==> src/rtl/mem_access_unit.sv <==
// M-stage load/store unit: alignment check, lane steering, bus handshake FSM and load extension.
// Optional one-entry store buffer enabled by defining MEM_STORE_BUF_EN.
module mem_access_unit #(
  parameter int unsigned DATA_W = 32,
  parameter int unsigned LANES  = DATA_W / 8,
  parameter int unsigned OFF_W  = $clog2(LANES)
) (
  input  logic              clk,
  input  logic              rst,
  input  logic              req_valid,
  input  logic [7:0]        l_s_type,
  input  logic [31:0]       addr,
  input  logic [31:0]       wdata,
  input  logic              flush,
  output logic              stall,
  output logic [31:0]       rdata,
  output logic              rdata_valid,
  output logic              addr_error_lw,
  output logic              addr_error_sw,
  output logic              data_req,
  output logic              data_wr,
  output logic [1:0]        data_size,
  output logic [31:0]       data_addr,
  output logic [LANES-1:0]  data_wstrb,
  output logic [DATA_W-1:0] data_wdata,
  input  logic              data_addr_ok,
  input  logic              data_data_ok,
  input  logic [DATA_W-1:0] data_rdata
);

  localparam int unsigned Halves = LANES / 2;
  localparam int unsigned Words  = LANES / 4;

  typedef enum logic [1:0] {StIdle, StAddr, StData, StDrain} state_e;

  state_e            state_q, state_d;
  logic [31:0]       addr_q;
  logic [1:0]        size_q;
  logic              wr_q, sgn_q;
  logic [LANES-1:0]  wstrb_q;
  logic [DATA_W-1:0] wdata_q;

  // l_s_type bit order: 7=lw 6=lh 5=lhu 4=lb 3=lbu 2=sw 1=sh 0=sb
  logic             is_load_in, is_store_in, is_word_in, is_half_in, mis_in, new_req;
  logic [1:0]       size_in;
  logic [OFF_W-1:0] off_in;
  logic [LANES-1:0] base_strb, wstrb_in;
  logic [DATA_W-1:0] wdata_in;

  assign is_load_in  = |l_s_type[7:3];
  assign is_store_in = |l_s_type[2:0];
  assign is_word_in  = l_s_type[7] | l_s_type[2];
  assign is_half_in  = l_s_type[6] | l_s_type[5] | l_s_type[1];
  assign mis_in      = (is_word_in & (|addr[1:0])) | (is_half_in & addr[0]);
  assign size_in     = is_word_in ? 2'd2 : (is_half_in ? 2'd1 : 2'd0);
  assign off_in      = addr[OFF_W-1:0];

  assign addr_error_lw = req_valid & is_load_in & mis_in;
  assign addr_error_sw = req_valid & is_store_in & mis_in;
  assign new_req = req_valid & (is_load_in | is_store_in) & ~mis_in & ~flush;

  // Legal word accesses have off_in[1:0]==0, so a plain shift lands on lane 4*addr[OFF_W-1:2].
  always_comb begin
    base_strb = '0;
    unique case (size_in)
      2'd0:    base_strb[0]   = 1'b1;
      2'd1:    base_strb[1:0] = 2'b11;
      default: base_strb[3:0] = 4'hF;
    endcase
    wstrb_in = is_store_in ? (base_strb << off_in) : '0;
  end

  always_comb begin
    unique case (size_in)
      2'd0:    wdata_in = {LANES{wdata[7:0]}};
      2'd1:    wdata_in = {Halves{wdata[15:0]}};
      default: wdata_in = {Words{wdata}};
    endcase
  end

  logic [DATA_W-1:0] rd_shift;
  logic [31:0]       load_ext;

  assign rd_shift = data_rdata >> {addr_q[OFF_W-1:0], 3'b000};

  always_comb begin
    unique case (size_q)
      2'd0:    load_ext = {{24{sgn_q & rd_shift[7]}}, rd_shift[7:0]};
      2'd1:    load_ext = {{16{sgn_q & rd_shift[15]}}, rd_shift[15:0]};
      default: load_ext = rd_shift[31:0];
    endcase
  end

  logic busy, capture, complete;

`ifdef MEM_STORE_BUF_EN
  logic wr_pend_q, set_pend;
  // A buffered store owns the next data_ok; hold new accesses until it arrives.
  assign busy = wr_pend_q & ~data_data_ok;

  always_ff @(posedge clk) begin
    if (rst) begin
      wr_pend_q <= 1'b0;
    end else if (set_pend) begin
      wr_pend_q <= 1'b1;
    end else if (data_data_ok) begin
      wr_pend_q <= 1'b0;
    end
  end
`else
  assign busy = 1'b0;
`endif

  always_comb begin
    state_d  = state_q;
    stall    = 1'b0;
    data_req = 1'b0;
    capture  = 1'b0;
    complete = 1'b0;
`ifdef MEM_STORE_BUF_EN
    set_pend = 1'b0;
`endif
    unique case (state_q)
      StIdle: begin
        if (new_req) begin
          stall = 1'b1;
          if (!busy) begin
            capture = 1'b1;
            state_d = StAddr;
          end
        end
      end
      StAddr: begin
        data_req = 1'b1;
        stall    = 1'b1;
        if (data_addr_ok) begin
          if (data_data_ok) begin
            stall    = 1'b0;
            complete = ~flush;
            state_d  = StIdle;
`ifdef MEM_STORE_BUF_EN
          end else if (wr_q) begin
            stall    = 1'b0;
            set_pend = 1'b1;
            state_d  = StIdle;
`endif
          end else begin
            state_d = flush ? StDrain : StData;
          end
        end else if (flush) begin
          state_d = StIdle;
        end
      end
      StData: begin
        stall = 1'b1;
        if (data_data_ok) begin
          stall    = 1'b0;
          complete = ~flush;
          state_d  = StIdle;
        end else if (flush) begin
          state_d = StDrain;
        end
      end
      default: begin
        stall = req_valid;
        if (data_data_ok) state_d = StIdle;
      end
    endcase
    if (rst) begin
      state_d  = StIdle;
      stall    = 1'b0;
      data_req = 1'b0;
      capture  = 1'b0;
      complete = 1'b0;
    end
  end

  always_ff @(posedge clk) begin
    if (rst) begin
      state_q <= StIdle;
      addr_q  <= '0;
      size_q  <= '0;
      wr_q    <= 1'b0;
      sgn_q   <= 1'b0;
      wstrb_q <= '0;
      wdata_q <= '0;
    end else begin
      state_q <= state_d;
      if (capture) begin
        addr_q  <= addr;
        size_q  <= size_in;
        wr_q    <= is_store_in;
        sgn_q   <= l_s_type[6] | l_s_type[4];
        wstrb_q <= wstrb_in;
        wdata_q <= wdata_in;
      end
    end
  end

  assign rdata_valid = complete & ~wr_q;
  assign rdata       = rdata_valid ? load_ext : '0;
  assign data_wr     = data_req & wr_q;
  assign data_size   = size_q;
  assign data_addr   = addr_q;
  assign data_wstrb  = wstrb_q;
  assign data_wdata  = wdata_q;

endmodule
==> config.mk <==
export PLATFORM = sky130hd
export DESIGN_NAME = mem_access_unit
export DESIGN_NICKNAME = d
export VERILOG_FILES = /design/src/rtl/mem_access_unit.sv
export SDC_FILE = /design/constraint.sdc
export NUM_CORES = 1
export LEC_CHECK = 0
export ABC_AREA = 1
export CORE_AREA = 3 3 93 130
export DETAILED_ROUTE_END_ITERATION = 16
export DIE_AREA = 0 0 96 133
export PLACE_DENSITY = 0.76
export REMOVE_ABC_BUFFERS = 1
export SLEW_MARGIN = 40
export SYNTH_ARGS = -nofsm -noshare
export SYNTH_HDL_FRONTEND = slang
export SYNTH_SLANG_ARGS = --single-unit
==> constraint.sdc <==
create_clock -name clk -period 1.7 [get_ports clk]
set_input_delay 0.34 -clock clk [delete_from_list [all_inputs] [get_ports clk]]
set_output_delay 0.34 -clock clk [all_outputs]
set_load 0.01 [all_outputs]
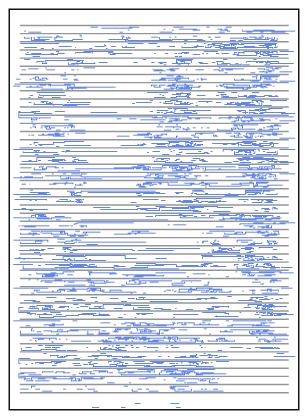
(run_1/layer_met1.png)
Drawn at 3 px/um. Supply wires on this layer in grey.
wire length on this layer	5,510 um
main direction	horizontal
share of all routed wire	36%
longest straight run	30.8 um
number of vias after detailed routing: 4,986
global-route met1 utilization: 21.9%

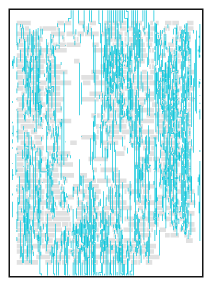
(run_1/layer_met2.png)
Drawn at 2 px/um. Cells faint in the background.
longest straight run	51.0 um
nets with wire on the layer	832
detailed-route wire length: 15,300 um
met2 demand-to-capacity share in global routing: 40.4%

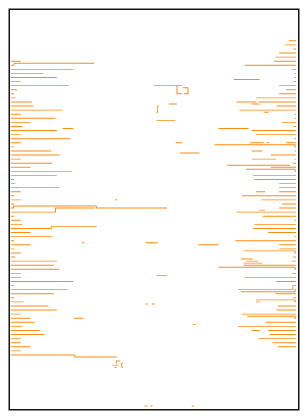
(run_1/layer_met3.png)
Drawn at 3 px/um.
longest straight run	27.6 um
nets with wire on the layer	175
met3 global-route usage: 7.96%

==> reports/results.env, run 1 <==
RUN_STATUS='complete, but fails checks'
VIOLATED_CHECKS='negative setup slack'
NUMBER_OF_MULTI_INPUT_COMBINATIONAL_CELLS=463
VIAS_PER_CELL=4.78
POST_DRT_WL_PER_CELL_UM=14.7
LARGEST_CLASS='non-clock buffers'
MAX_FREQ_GHz=0.461
DOMINANT_SYNTHESIZED_FLOP_CELL='sky130_fd_sc_hd__dfxtp_1'
SETUP_VIOL=36
SETUP_SLACK_PS=-467
END_KIND='output pin'
DRT_PRE_ANTENNA_ITERS=5
SYNTHMUXAREASHARE_PCT=0
GRT_START_MAX_NET_PINS=40
CLK_PIN_SLEW_WORST_PATHS_PS=60
ANT_NETS=0
SYNTH.CELLS.MOST_FREQUENT='sky130_fd_sc_hd__nand2_1, sky130_fd_sc_hd__dfxtp_1, sky130_fd_sc_hd__nand3_1'
DIE_W_UM=96
CAP_VIOL_MAX_COUNT=0
CORE_UM2=11000
TRITONCTS='built'
CLOCK_GROUP_SHARE_OF_TOTAL_POWER_PCT=35.3
ARRIVAL_PS=1830
DESIGN_AREA_UM2=7460
DIEHEIGHT_UM=133
CTS.HOLD.BUFFERS_ADDED=0
FLOORPLAN.INITIALDENSITY_PCT=34.8
DRC=0
SYN_INST=616
SYNTH_WARNINGS=0
HOLD_VIOLATIONS=0
STARTPOINT_TYPE='register'
DETAIL_ROUTE.ITER0.VIOLATIONS=189
INITIAL_ANTENNA_VIOLATION_COUNT=3
CELL_TYPE_WITH_THE_LARGEST_TOTAL_AREA_AFTER_SYNTHESIS='sky130_fd_sc_hd__dfxtp_1'
CTS_MADE_BUFFERS=9
NUM-NONCLK-INVERTERS=48
GRT_PASS1_VIAS=4618
SYNTH_SEQ_SHARE_PCT=38.7
SYNTH.CELLMIX.ADDERSHARE_PCT=1.31
YS_TYPES=27
GRT_BUSIEST_LAYER='met2'
PLACEDCELLCOUNT=1004
CTS-ROOT-BUF='sky130_fd_sc_hd__clkbuf_16'
TIMING_MAX_TRANSITION_VIOLATIONS_FINAL=0
SEQ-CELL-SHARE_PCT=20.1
## run 1: critical path: stages, from the launching register on
cell and delay (ps):
sky130_fd_sc_hd__dfxtp_4 380, sky130_fd_sc_hd__inv_4 50, sky130_fd_sc_hd__ha_4 250, sky130_fd_sc_hd__and3_4 190, sky130_fd_sc_hd__nand3_4 80, sky130_fd_sc_hd__buf_6 150
sky130_fd_sc_hd__buf_8 140, sky130_fd_sc_hd__a21oi_2 110, sky130_fd_sc_hd__buf_2 140
## run 1: final timing paths
kind         cells past startpoint              to         start  slack, ps
min reg2reg                      2    data_addr[7]  data_addr[7]        440
max reg2reg                     11  data_wdata[20]    state_q[0]        -10
min                              4           sgn_q   l_s_type[6]        370
max                              8       rdata[12]    state_q[0]       -470
==> inputs of run 2 (changes only) <==
SLEW_MARGIN = default   (was 40)
==> run 2 against run 1 <==
The run still ends with negative setup slack left. Non-clock buffer count unchanged. Via count is the same. Register-to-register slack about the same. Sequential share of layout area is the same. Flip-flop count did not move. Critical endpoint unchanged.
==> reports/results.env, run 2 <==
DOMINANT_SYNTHESIZED_FLOP_CELL='sky130_fd_sc_hd__dfxtp_1'  # unchanged
IO_PINS=218  # unchanged
ARRIVAL_PS=1830  # about the same
DRT_PRE_ANTENNA_ITERS=5  # unchanged
CTS-ROOT-BUF='sky130_fd_sc_hd__clkbuf_16'  # unchanged
REG_POWER_SHARE_PCT=34.9  # about the same
R2R.WORST_PATH.CELLS=11  # unchanged
SYNTHMUXAREASHARE_PCT=0  # unchanged
CP.BUFFERS_INVERTERS=4  # unchanged
RUN_STATUS='complete, but fails checks'  # unchanged
TOP_AREA_CELL_TYPES='sky130_fd_sc_hd__dfxtp_1, sky130_fd_sc_hd__nand2_1, sky130_fd_sc_hd__nand3_1, sky130_fd_sc_hd__o21ai_0, sky130_fd_sc_hd__inv_1'  # unchanged
SETUP_VIOL=36  # unchanged
DETAIL_ROUTE.ITER0.VIOLATIONS=189  # unchanged
GRT_PASS1_VIAS=4618  # unchanged
RSZ0062_AT_GRT='yes'  # unchanged
STARTPOINT_TYPE='register'  # unchanged
SWITCHING_SHARE_PCT=29.7  # unchanged
PLACE.PORT_BUFFERS=217  # unchanged
GRT_START_MAX_NET_PINS=40  # unchanged
VIOLATED_CHECKS='negative setup slack'  # unchanged
YS_TYPES=27  # unchanged
HOLDPATHEND='sgn_q'  # unchanged
WORST_SLEW_MARGIN_REL_PCT=76.4  # unchanged
DRC=0  # unchanged
ROWS=45  # unchanged
DIE_W_UM=96  # unchanged
FINAL_CLOCK_SKEW_PS=6.78  # unchanged
SETUP_SLACK_PS=-467  # unchanged
SYNTH_SEQ_SHARE_PCT=38.7  # unchanged
MAX_FREQ_GHz=0.461  # unchanged
CLOCKNETWORKPOWER_mW=1.95  # about the same
SEQUENTIALPOWER_mW=1.93  # about the same
WORST_HOLD_PATH.NUM_CELLS=4  # unchanged
SYNTHXORXNORAREAFRAC_PCT=0  # unchanged
ROUTED_WIRELENGTH_UM=15300  # unchanged
CTS.HOLD.BUFFERS_ADDED=0  # unchanged
SYNTH_WARNINGS=0  # unchanged
PLACEMENT.SETUP.WORST_SLACK_PS=-897  # unchanged
SYNTH.CELLMIX.ADDERSHARE_PCT=1.31  # unchanged
ANT_NETS=0  # unchanged
INITIAL_ANTENNA_VIOLATION_COUNT=3  # unchanged
YOSYS.AREA.TOP_TYPE_SHARE_PCT=38.7  # unchanged
WORST-PATH-STAGES=8  # unchanged
SYNTH-EDFF-COUNT=0  # unchanged
STARTPOINT='state_q[0]'  # unchanged
CRIT-REG2REG-LAUNCH='state_q[0]'  # unchanged
TRITONCTS='built'  # unchanged
ROUTE.VIAS.TOTAL=4986  # unchanged
CLOCK_GROUP_SHARE_OF_TOTAL_POWER_PCT=35.3  # about the same
FLOORPLAN.INITIALDENSITY_PCT=34.8  # unchanged
CAP_VIOL_MAX_COUNT=0  # unchanged
CP_CELL_SEQUENCE='inv_4 -> ha_4 -> and3_4 -> nand3_4 -> buf_6 -> buf_8 -> a21oi_2 -> buf_2'  # unchanged
CRITICAL_PATH.REG2REG.ENDPOINT='data_wdata[20]'  # unchanged
AREA_GROWTH_PCT=95.0  # unchanged
SYN_INST=616  # unchanged
CRITPATHCAPTURE='rdata[12]'  # unchanged
CTS_MAX_PATH_BUFFERS=2  # unchanged
SYNTH.CELLS.MOST_FREQUENT='sky130_fd_sc_hd__nand2_1, sky130_fd_sc_hd__dfxtp_1, sky130_fd_sc_hd__nand3_1'  # unchanged
CLK_PIN_SLEW_WORST_PATHS_PS=60  # about the same
CORE_UM2=11000  # unchanged
VIAS_PER_CELL=4.78  # unchanged
CELL_TYPE_WITH_THE_LARGEST_TOTAL_AREA_AFTER_SYNTHESIS='sky130_fd_sc_hd__dfxtp_1'  # unchanged
CTS_MADE_BUFFERS=9  # unchanged
DIEHEIGHT_UM=133  # unchanged
FF2FF_SETUP_SLACK_PS=-10  # about the same
WORST_PATH_SLOWEST_CELL='sky130_fd_sc_hd__dfxtp_4'  # unchanged
TIMING_MAX_TRANSITION_VIOLATIONS_FINAL=0  # unchanged
MAX_STAGE_DELAY_ON_CRIT_PATH_PS=380  # about the same
END_KIND='output pin'  # unchanged
WORST-ENDPOINT-REQUIRED_PS=1360  # about the same
WORST_HOLD_STARTPOINT='l_s_type[6]'  # unchanged
HOLD_VIOLATIONS=0  # unchanged
FIN_WORST_HOLD_SLACK_PS=369  # unchanged
GRT.OVERFLOW.TOTAL=0  # unchanged
POST_DRT_WL_PER_CELL_UM=14.7  # unchanged
CP_TOP_FAMILY='buffers and inverters'  # unchanged
WORSTSKEWPAIRLATENCY_PS=330  # about the same
-- run 2: cell counts after synthesis --
Identical to the previous run, type by type.
-- run 2: per-layer routing --
layer  track usage (%)  vias up  share of wire, %
met2              40.4      214                53
met5                 0        -                 0
li1                  -     2505                 -
met4              7.36        0               1.7
met3              7.96       20               9.7
met1              21.9     2247                36
-- run 2: area by class of cell --
type | instances | area (um2)
inverter | 48 | 188
tap | 141 | 176
clock inverter | 7 | 82.6
timing repair buffer | 299 | 2880
sequential | 74 | 1500
multi-input combinational | 463 | 2400
clock buffer | 9 | 225
fill | 902 | 3520
antenna | 3 | 7.51
-- run 2: per-stage QoR --
stage,cells,cell area [um2]
2_1_floorplan,584,3640
3_3_place_gp,1004,6580
3_5_place_dp,1004,6580
4_1_cts,1027,6930
5_1_grt,1043,7450
6_report,1044,7460
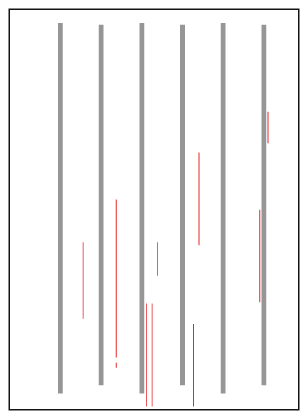
(run_2/layer_met4.png)
Drawn at 3 px/um. Supply wires on this layer in grey.
nets with wire on the layer	9
wire length on this layer	256 um
longest straight run	52.4 um
main direction	vertical
share of all routed wire	1.7%

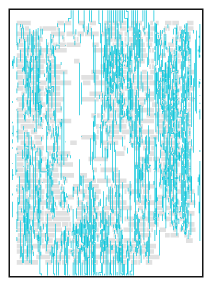
(run_2/layer_met2.png)
Drawn at 2 px/um. Cells faint in the background.
wire length on this layer	8,050 um
longest straight run	51.0 um
nets with wire on the layer	832

==> inputs of run 3 (changes only) <==
ABC_CLOCK_PERIOD_IN_PS = 1700   (was default)
==> run 3 against run 2 <==
The run still ends with negative setup slack left. Worst hold slack stayed put. Total power stayed put. Utilization stayed put. Clock skew stayed put. Register-to-register slack hardly changed. Design area stayed put. Sequential share of layout area stayed put. Flip-flop count stayed put. First-iteration DRC count stayed put. Critical path type unchanged. Critical endpoint unchanged. Largest cell class unchanged. Highest routed layer unchanged.
==> reports/results.env, run 3 <==
SETUP_VIOL=36  # unchanged
WIRELENGTH_MET1_UM=5510  # unchanged
SEQ-CELL-SHARE_PCT=20.1  # unchanged
DR_WL_MET2_UM=8050  # unchanged
MAX_STAGE_DELAY_ON_CRIT_PATH_PS=380  # about the same
LARGEST_CLASS='non-clock buffers'  # unchanged
ROUTED_WIRELENGTH_UM=15300  # unchanged
FINAL_CLOCK_SKEW_PS=6.78  # unchanged
PLACEDCELLCOUNT=1004  # unchanged
HOLDPATHEND='sgn_q'  # unchanged
SEQUENTIALPOWER_mW=1.93  # about the same
WORST-ENDPOINT-REQUIRED_PS=1360  # about the same
MI_LOGIC_AREA_UM2=2400  # unchanged
INITIAL_ANTENNA_VIOLATION_COUNT=3  # unchanged
ROUTE.VIAS.TOTAL=4986  # unchanged
USE_MET1_PCT=21.9  # unchanged
DOMINANT_SYNTHESIZED_FLOP_CELL='sky130_fd_sc_hd__dfxtp_1'  # unchanged
YOSYS.AREA.TOP_TYPE_SHARE_PCT=38.7  # unchanged
SYNTH.CELLS.MOST_FREQUENT='sky130_fd_sc_hd__nand2_1, sky130_fd_sc_hd__dfxtp_1, sky130_fd_sc_hd__nand3_1'  # unchanged
YS_TYPES=27  # unchanged
NCLKBUFFERS=9  # unchanged
SYNTH-EDFF-COUNT=0  # unchanged
LAYOUTNONFILLERINSTCOUNT=1044  # unchanged
DETAIL_ROUTE.ITER0.VIOLATIONS=189  # unchanged
POST_DRT_WL_PER_CELL_UM=14.7  # unchanged
PLACEMENT.SETUP.WORST_SLACK_PS=-897  # unchanged
RUN_STATUS='complete, but fails checks'  # unchanged
GRT.OVERFLOW.TOTAL=0  # unchanged
SETUP_SLACK_PS=-467  # unchanged
VIAS_PER_CELL=4.78  # unchanged
TOP_AREA_CELL_TYPES='sky130_fd_sc_hd__dfxtp_1, sky130_fd_sc_hd__nand2_1, sky130_fd_sc_hd__nand3_1, sky130_fd_sc_hd__o21ai_0, sky130_fd_sc_hd__inv_1'  # unchanged
FIN_WORST_HOLD_SLACK_PS=369  # unchanged
ARRIVAL_PS=1830  # about the same
CP.BUFFERS_INVERTERS=4  # unchanged
FLOORPLAN.INITIALDENSITY_PCT=34.8  # unchanged
WORST_PATH_SLOWEST_CELL='sky130_fd_sc_hd__dfxtp_4'  # unchanged
NUMBER_OF_MULTI_INPUT_COMBINATIONAL_CELLS=463  # unchanged
WORST_SLEW_MARGIN_REL_PCT=76.4  # unchanged
SYNTH_WARNINGS=0  # unchanged
CLKCELLAREAFRAC_PCT=4.13  # unchanged
TIMING_MAX_TRANSITION_VIOLATIONS_FINAL=0  # unchanged
COMB_AREA_SHARE_PCT=32.2  # unchanged
DPL_CELL_AREA_UM2=6580  # unchanged
WORSTSKEWPAIRLATENCY_PS=330  # about the same
VIOLATED_CHECKS='negative setup slack'  # unchanged
DR.MAX_LAYER_USED='met4'  # unchanged
CTS.HOLD.BUFFERS_ADDED=0  # unchanged
WORST_HOLD_STARTPOINT='l_s_type[6]'  # unchanged
SYNTH_SEQ_SHARE_PCT=38.7  # unchanged
CLK_PIN_SLEW_WORST_PATHS_PS=60  # about the same
GRT_BUSIEST_LAYER='met2'  # unchanged
END_KIND='output pin'  # unchanged
TRITONCTS='built'  # unchanged
LAYOUT.NON_CLOCK_BUFFERS=299  # unchanged
DRC=0  # unchanged
DIE_W_UM=96  # unchanged
SWITCHING_SHARE_PCT=29.7  # unchanged
SYN_INST=616  # unchanged
SIGNAL_BUFFER_AREA_FRACTION_PCT=38.6  # unchanged
ANTENNADIODECOUNT=3  # unchanged
CAP_VIOL_MAX_COUNT=0  # unchanged
REG_POWER_SHARE_PCT=34.9  # about the same
STARTPOINT_TYPE='register'  # unchanged
GRT_START_MAX_NET_PINS=40  # unchanged
FF_LATCH_AREA_UM2=1500  # unchanged
CTS_MAX_PATH_BUFFERS=2  # unchanged
WL_MET3_UM=1490  # unchanged
CTS_MADE_BUFFERS=9  # unchanged
## run 3: repair_timing
action	4_1_cts	5_1_grt
gates cloned	1	7
buffers inserted	6	8
gates resized	219	96
pin swaps	8	60
endpoints found under the setup margin	114	100
## run 3: worst max-delay path by stage
stage | startpoint | to | cells past startpoint
2_1_floorplan | l_s_type[2] | data_wstrb[0] | 9
3_3_place_gp | data_data_ok | rdata[18] | 9
3_5_place_dp | data_data_ok | rdata[25] | 9
4_1_cts | state_q[1] | rdata[12] | 10
5_1_grt | state_q[1] | rdata[14] | 10
6_report | state_q[0] | rdata[12] | 8
## run 3: cells by family after synthesis
family          count (synthesis)  synth area share (%)
simple gates                  381                  40.1
buf+inv                        80                  9.39
compound gates                 77                  10.5
flops                          74                  38.7
fa+ha+maj                       4                  1.31
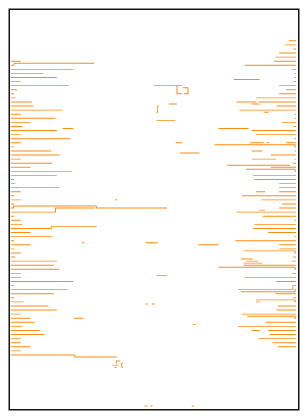
(run_3/layer_met3.png)
Drawn at 3 px/um.
longest straight run	27.6 um
main direction	horizontal
share of all routed wire	9.8%
wire length on this layer	1,490 um

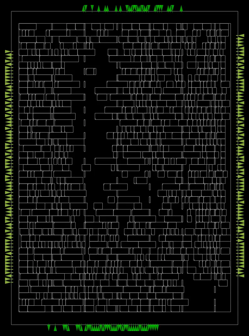
(run_3/placement.png)
tap cells: 141
placeable core region: 11,000 um2

Power and IR drop assume default switching activity.
